--- config.mk ---
export PLATFORM = sky130hd
export DESIGN_NAME = pipe_datapath
export DESIGN_NICKNAME = d
export VERILOG_FILES = /design/src/rtl/dp_pkg.sv /design/src/rtl/dp_alu.sv /design/src/rtl/regfile.sv /design/src/rtl/pipe_datapath.sv
export SDC_FILE = /design/constraint.sdc
export NUM_CORES = 2
export LEC_CHECK = 0
export CORE_UTILIZATION = 38
export CTS_BUF_LIST = sky130_fd_sc_hd__clkbuf_8
export DETAILED_ROUTE_END_ITERATION = 8
export PLACE_DENSITY = 0.6
export RECOVER_POWER = 25
export SLEW_MARGIN = 20
export SYNTH_ARGS = -nofsm -noshare
export SYNTH_HDL_FRONTEND = slang
export SYNTH_SLANG_ARGS = --single-unit
--- constraint.sdc ---
create_clock -name clk -period 5.5 [get_ports clk]
set_clock_uncertainty 0.2 [all_clocks]
set_input_delay 1.65 -clock clk [delete_from_list [all_inputs] [get_ports clk]]
set_output_delay 1.65 -clock clk [all_outputs]
set_load 0.02 [all_outputs]
--- src/rtl/dp_pkg.sv ---
// Shared types for the pipelined integer datapath: ALU opcode encoding and carry helper.
package dp_pkg;

    localparam int OP_BITS = 3;

    typedef enum logic [OP_BITS-1:0] {
        OP_ADD = 3'd0,
        OP_SUB = 3'd1,
        OP_AND = 3'd2,
        OP_OR  = 3'd3,
        OP_XOR = 3'd4,
        OP_SLT = 3'd5,
        OP_SLL = 3'd6,
        OP_SRL = 3'd7
    } alu_op_t;

    // Only the adder ops report a carry; every other op drives cout low.
    function automatic logic op_has_carry(input alu_op_t op);
        return (op == OP_ADD) || (op == OP_SUB);
    endfunction

endpackage

--- src/rtl/dp_alu.sv ---
// Combinational ALU: one shared adder for ADD/SUB, logic ops, signed compare and logical shifts.
module dp_alu
    import dp_pkg::*;
#(
    parameter int LENGTH = 32
) (
    input  logic [LENGTH-1:0] a,
    input  logic [LENGTH-1:0] b,
    input  alu_op_t           op,
    output logic [LENGTH-1:0] c,
    output logic              z,
    output logic              cout
);

    localparam int SH_BITS = $clog2(LENGTH);

    logic              is_sub;
    logic [LENGTH-1:0] b_add;
    logic [LENGTH:0]   sum;
    logic [SH_BITS-1:0] shamt;
    logic              lt;

    // SUB is A + ~B + 1, so carry-out 1 means no borrow.
    assign is_sub = (op == OP_SUB);
    assign b_add  = is_sub ? ~b : b;
    assign sum    = {1'b0, a} + {1'b0, b_add} + {{LENGTH{1'b0}}, is_sub};
    assign shamt  = b[SH_BITS-1:0];
    assign lt     = ($signed(a) < $signed(b));

    always_comb begin
        c = '0;
        case (op)
            OP_ADD: c = sum[LENGTH-1:0];
            OP_SUB: c = sum[LENGTH-1:0];
            OP_AND: c = a & b;
            OP_OR:  c = a | b;
            OP_XOR: c = a ^ b;
            OP_SLT: c = {{(LENGTH-1){1'b0}}, lt};
            OP_SLL: c = a << shamt;
            OP_SRL: c = a >> shamt;
        endcase
    end

    assign z    = (c == '0);
    assign cout = op_has_carry(op) & sum[LENGTH];

endmodule

--- src/rtl/regfile.sv ---
// Two-read, one-write register file with async active-low clear; register 0 is hardwired to zero.
module regfile #(
    parameter int WIDTH    = 32,
    parameter int NREGS    = 32,
    parameter int SEL_BITS = $clog2(NREGS)
) (
    input  logic                clk,
    input  logic                reset,
    input  logic                we,
    input  logic [SEL_BITS-1:0] waddr,
    input  logic [WIDTH-1:0]    wdata,
    input  logic [SEL_BITS-1:0] raddr_a,
    input  logic [SEL_BITS-1:0] raddr_b,
    output logic [WIDTH-1:0]    rdata_a,
    output logic [WIDTH-1:0]    rdata_b
);

    logic [WIDTH-1:0] mem [NREGS];

    always_ff @(posedge clk or negedge reset) begin
        if (!reset) begin
            for (int i = 0; i < NREGS; i++) begin
                mem[i] <= '0;
            end
        end else if (we && (waddr != '0)) begin
            mem[waddr] <= wdata;
        end
    end

    // Reads see the pre-write contents in the cycle a write is pending.
    assign rdata_a = (raddr_a == '0) ? '0 : mem[raddr_a];
    assign rdata_b = (raddr_b == '0) ? '0 : mem[raddr_b];

endmodule

--- src/rtl/pipe_datapath.sv ---
// 3-stage DEC -> ALU -> WB integer datapath with valid/stall handshake.
// Define BYPASS_EN to forward ALU/WB results into DEC operands; otherwise raw_hazard flags conflicts.
module pipe_datapath
    import dp_pkg::*;
#(
    parameter int LENGTH   = 32,
    parameter int NREGS    = 32,
    parameter int SEL_BITS = $clog2(NREGS)
) (
    input  logic                clk,
    input  logic                reset,
    input  logic                in_valid,
    output logic                in_ready,
    input  logic [SEL_BITS-1:0] addr_a,
    input  logic [SEL_BITS-1:0] addr_b,
    input  logic [SEL_BITS-1:0] addr_d,
    input  logic                wr_en,
    input  logic                use_imm,
    input  logic [LENGTH-1:0]   imm,
    input  logic [OP_BITS-1:0]  alu_op,
    input  logic                stall,
    output logic                wb_valid,
    output logic                wb_wr,
    output logic [SEL_BITS-1:0] wb_addr,
    output logic [LENGTH-1:0]   wb_data,
    output logic                wb_z,
    output logic                wb_cout,
    output logic                raw_hazard
);

    // Stage records; widths track the module parameters.
    typedef struct packed {
        logic                valid;
        logic [LENGTH-1:0]   a;
        logic [LENGTH-1:0]   b;
        logic [SEL_BITS-1:0] addr_d;
        logic                wr;
        alu_op_t             op;
    } dec_alu_t;

    typedef struct packed {
        logic                valid;
        logic [LENGTH-1:0]   data;
        logic [SEL_BITS-1:0] addr_d;
        logic                wr;
        logic                z;
        logic                cout;
    } alu_wb_t;

    dec_alu_t          alu_q;
    alu_wb_t           wb_q;
    logic [LENGTH-1:0] rf_a, rf_b;
    logic [LENGTH-1:0] src_a, src_b, opnd_b;
    logic [LENGTH-1:0] alu_c;
    logic              alu_z, alu_cout;
    logic              rf_we;
    logic              hit_alu_a, hit_wb_a, hit_alu_b, hit_wb_b;

    // Handshake: an op is taken at a rising edge when in_valid && in_ready.
    // in_ready is !stall and never depends on in_valid, including during reset.
    assign in_ready = !stall;

    assign rf_we = wb_q.valid && wb_q.wr && !stall;

    regfile #(
        .WIDTH   (LENGTH),
        .NREGS   (NREGS),
        .SEL_BITS(SEL_BITS)
    ) u_rf (
        .clk    (clk),
        .reset  (reset),
        .we     (rf_we),
        .waddr  (wb_q.addr_d),
        .wdata  (wb_q.data),
        .raddr_a(addr_a),
        .raddr_b(addr_b),
        .rdata_a(rf_a),
        .rdata_b(rf_b)
    );

    dp_alu #(
        .LENGTH(LENGTH)
    ) u_alu (
        .a   (alu_q.a),
        .b   (alu_q.b),
        .op  (alu_q.op),
        .c   (alu_c),
        .z   (alu_z),
        .cout(alu_cout)
    );

    // Stage wr bits are qualified with valid and dest!=0 at capture, so a hit never names r0.
    assign hit_alu_a = alu_q.wr && (alu_q.addr_d == addr_a);
    assign hit_wb_a  = wb_q.wr  && (wb_q.addr_d  == addr_a);
    assign hit_alu_b = alu_q.wr && (alu_q.addr_d == addr_b);
    assign hit_wb_b  = wb_q.wr  && (wb_q.addr_d  == addr_b);

`ifdef BYPASS_EN
    // The younger ALU-stage result wins over the WB-stage result.
    always_comb begin
        src_a = rf_a;
        if (hit_alu_a) begin
            src_a = alu_c;
        end else if (hit_wb_a) begin
            src_a = wb_q.data;
        end
        src_b = rf_b;
        if (hit_alu_b) begin
            src_b = alu_c;
        end else if (hit_wb_b) begin
            src_b = wb_q.data;
        end
    end

    assign raw_hazard = 1'b0;
`else
    assign src_a = rf_a;
    assign src_b = rf_b;

    assign raw_hazard = in_valid &&
                        (((addr_a != '0) && (hit_alu_a || hit_wb_a)) ||
                         (!use_imm && (addr_b != '0) && (hit_alu_b || hit_wb_b)));
`endif

    assign opnd_b = use_imm ? imm : src_b;

    always_ff @(posedge clk or negedge reset) begin
        if (!reset) begin
            alu_q <= '0;
            wb_q  <= '0;
        end else if (!stall) begin
            alu_q.valid  <= in_valid;
            alu_q.a      <= src_a;
            alu_q.b      <= opnd_b;
            alu_q.addr_d <= addr_d;
            alu_q.wr     <= in_valid && wr_en && (addr_d != '0);
            alu_q.op     <= alu_op_t'(alu_op);

            wb_q.valid   <= alu_q.valid;
            wb_q.data    <= alu_c;
            wb_q.addr_d  <= alu_q.addr_d;
            wb_q.wr      <= alu_q.wr;
            wb_q.z       <= alu_z;
            wb_q.cout    <= alu_cout;
        end
    end

    assign wb_valid = wb_q.valid;
    assign wb_wr    = wb_q.wr;
    assign wb_addr  = wb_q.addr_d;
    assign wb_data  = wb_q.data;
    assign wb_z     = wb_q.z;
    assign wb_cout  = wb_q.cout;

endmodule

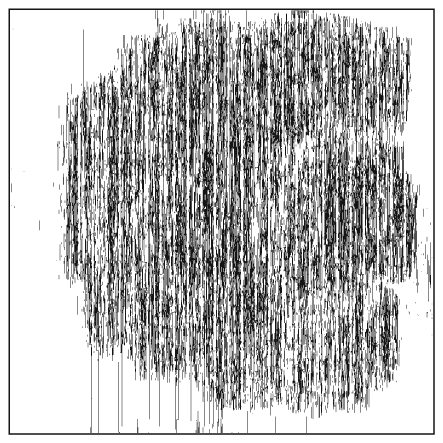
**Above:** metal 2.
Drawn at 1 px/um.
4746 nets have wire on it. The layer holds 46% of the routed length.

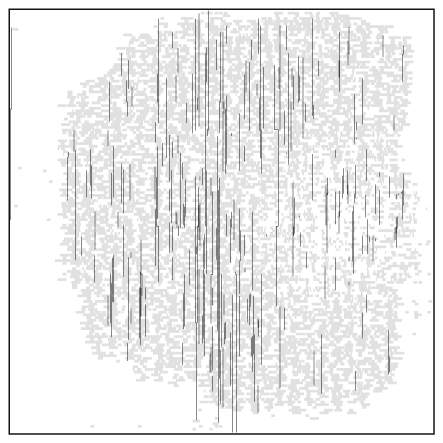
**Above:** metal 4.
Drawn at 1 px/um.
The layer carries 10300 um of wire. The layer holds 4.3% of the routed length. 141 nets have wire on it.

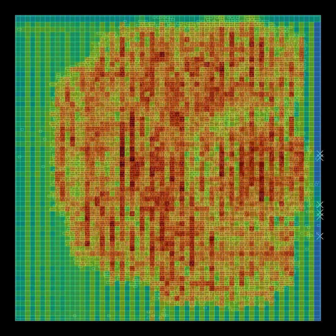
**Above:** routing congestion map.
GR Util met3: 5.244%
gr busiest metal: met2
gr usage total: 26.75%
routed wire length per instance: 31.21 um

==> ci_impl_report.md <==
### Metrics collected by this job

| Metric | Value |
|---|---|
| Outcome | `finished with violations` |
| Failing checks | `DRC, capacitance limit, slew limit` |
| Reg2reg setup slack | `0.49 ns` |
| Worst Setup Path Type | `in -> out` |
| Pre-CTS setup slack | `-0.3531 ns` |
| Worst path cell trace | `buf_4, buf_4, or4_1, nor2_1, a21oi_2, a21oi_4, buf_4, nor2b_1, dlygate4sd2_1` |
| Syn_nets | `5408` |
| Worst EP arrival | `3.45 ns` |
| Area Overhead vs Synth | `12.26%` |
| RSZ-0062 raised after global routing | `false` |
| Synth Seq Share | `a little over two fifths` |
| Floorplan core area | `about 180000 um^2` |
| Clk Latency, worst-skew pair | `between 0.9 and 1 ns` |
| Worst hold path type | `reg -> reg` |
| Yosys stat cell total | `5223` |
| GR Util met2 | `40.97%` |
| CP startpoint | `addr_a[3]` |
| WL final | `241100 um` |
| FFs w/ async S/R, synth | `100.0%` |
| Vias per inst | `6.278` |
| Core Rows | `roughly 150` |
| Slew Viols, Final | `433` |
| Reg2reg path depth | `14` |
| Final ANT Viol Nets | `0` |
| Cell variety after synth | `slightly below 100` |
| Period utilization | `between 90 and 100%` |
| R2R Path Start | `alu_q[1]` |
| Post-detail-place hpwl | `150900 um` |
| Post-synthesis adder-cell area fraction | `2.404%` |
| RR Endpoint | `wb_z` |
| Max cap viols | `6` |
| Critical Path Sink | `raw_hazard` |
| Comb area leader | `multiplexers` |
| Floorplan core density | `38.25%` |
| Layout cell share with drive strength beyond 1 | `roughly two fifths` |
| Final setup fails | `0` |
| # DRC | `12` |
| Chip Area, Yosys | `approximately 67000 um^2` |
| First-pass GRT wire length | `352400 um` |
| Final nets | `5430` |
| EDFF count, synth | `0` |
| H-tree depth | `4` |
| I/O pin cnt | `between 90 and 100` |
| Antenna violations before repair | `9` |
| Clock buffer depth | `3` |
| Placed cell areas | `between 70000 and 80000 um^2` |
| CP Capture Type | `output port` |
| DIE AREA | `179200 um^2` |
| Clock-pin slew on the worst setup and hold paths | `0.06 ns` |
| Num CTS Buffers | `~200` |
| Met1 global-route usage | `37.06%` |
| Crit path DRT | `between 3 and 4 ns` |
| Ys Warns | `0` |
| Mean Syn Cell Area | `12.91 um^2` |
| Synth flops | `1139` |
| DRT iter0 DRCs | `5820` |
| Aoi share | `7.972%` |
| Tool warnings | `112` |
| CP max FO | `4` |
| Post-synthesis cell area | `67440 um^2` |
| Initial DRT Pass Iterations | `9` |
| CTS tree | `done` |
| Most used cell, CP | `buf_4` |
| Hold Path Cell Cnt | `0` |
| CP max stage delay | `0.43 ns` |
| GRT overflow | `0` |
| Simple-gate share of the synthesized area | `3.829%` |
| Area fraction in xor and xnor cells | `0.8182%` |
| Clock Sinks | `~1100` |
| Design area | `about 76000 um^2` |
| Fin crit period | `around 5.3 ns` |
| Final Wtd Congestion | `1.015` |
| Root Buffer | `clkbuf_8` |
| Critical path launch point type | `input port` |
[critical path: cells and delay by family]
family,cells,cell delay (ns)
compound gates,2,0.36
buf+inv,4,0.78
simple gates,3,0.64
[cells in the final DEF, fill, tap and decap left out, drive strengths merged, types with 16 or more instances in the layout]
master	instances
a211oi	30
a21oi	259
a221oi	44
buf	256
clkbuf	264
clkdlybuf4s50	84
dfrtp	1139
ha	128
inv	161
mux2	1112
mux2i	289
mux4	485
nand2	176
nand3	31
nand4	22
nor2	187
nor3	35
nor4	16
o211ai	26
o21ai	135
o221ai	74
o22ai	111
o31ai	38
xnor2	41
xor2	22
[cells by family (layout without fill, tap and decap cells)]
logic type,Yosys count,after routing
adders and majority gates,129,129
other,0,1
DFF,1139,1139
xor gates and xnor gates,63,63
and+or+nand+nor,556,556
buffers and inverters,624,784
muxes,1886,1886
AOI/OAI and AO/OA,826,826
[synth_stat cells, types with 111 or more instances]
master	number	area share [%]
mux2_2	1083	18
nor2_1	185	1.0
dfrtp_1	1139	42
ha_1	128	2.4
mux4_2	485	16
o22ai_1	111	1.0
clkbuf_1	378	2.1
nand2_1	176	0.98
mux2i_1	288	4.3
o21ai_0	128	0.95
buf_1	122	0.68
a21oi_1	257	1.9
[stage by stage]
| step | instances | hold slack [ns] | setup TNS, ns |
|---|---|---|---|
| after CTS | 7723 | 0.2007 | 0 |
| after floorplan | 5223 | 0.2451 | 0 |
| after global routing | 7724 | 0.2051 | 0 |
| after global placement | 7385 | 0.1799 | -0.4072 |
| final | 7724 | 0.1987 | 0 |
| after detailed placement | 7387 | 0.1848 | -0.3531 |
[per-layer routing]
metal | up-vias | wire (um)
met5 | - | 85
met4 | 14 | 10250
met3 | 548 | 19890
met2 | 2259 | 110200
met1 | 25610 | 100600
li1 | 20060 | -
[flip-flops by register name (all words and copies together), names as in the netlist]
signal	cells
alu_q	74
u_rf.mem	1024
wb_addr	5
wb_cout	1
wb_data	32
wb_valid	1
wb_wr	1
wb_z	1
[area by class of cell]
| class | count | area, um^2 |
|---|---|---|
| clock inverters | 92 | 529.3 |
| clock buffers | 244 | 3358 |
| multi-input cells | 3460 | 36730 |
| repair buffers | 361 | 3317 |
| flip-flops and latches | 1139 | 28520 |
| well taps | 2340 | 2928 |
| fillers | 16170 | 100600 |
| inverters | 87 | 327.8 |
| diodes | 1 | 2.502 |
[power by group]
part           total, mW  internal, mW  switching, mW
clock               7.81          4.12           3.68
sequential          9.72          9.05          0.670
combinational       4.66          1.96           2.70
total               22.2          15.1           7.05
[worst min path at each step]
stage / startpoint / to / slack, ns
final: u_rf.mem[1011] / u_rf.mem[1011] / 0.20
after CTS: u_rf.mem[1003] / u_rf.mem[1003] / 0.20
after floorplan: u_rf.mem[1000] / u_rf.mem[1000] / 0.25
after detailed placement: u_rf.mem[1021] / u_rf.mem[1021] / 0.18
after global placement: u_rf.mem[994] / u_rf.mem[994] / 0.18
after global routing: u_rf.mem[1002] / u_rf.mem[1002] / 0.21
[repair_timing]
action                     CTS  global route
setup buffers                0             0
hold buffers                 0             0
gates resized                4             0
setup endpoints to repair    1             0
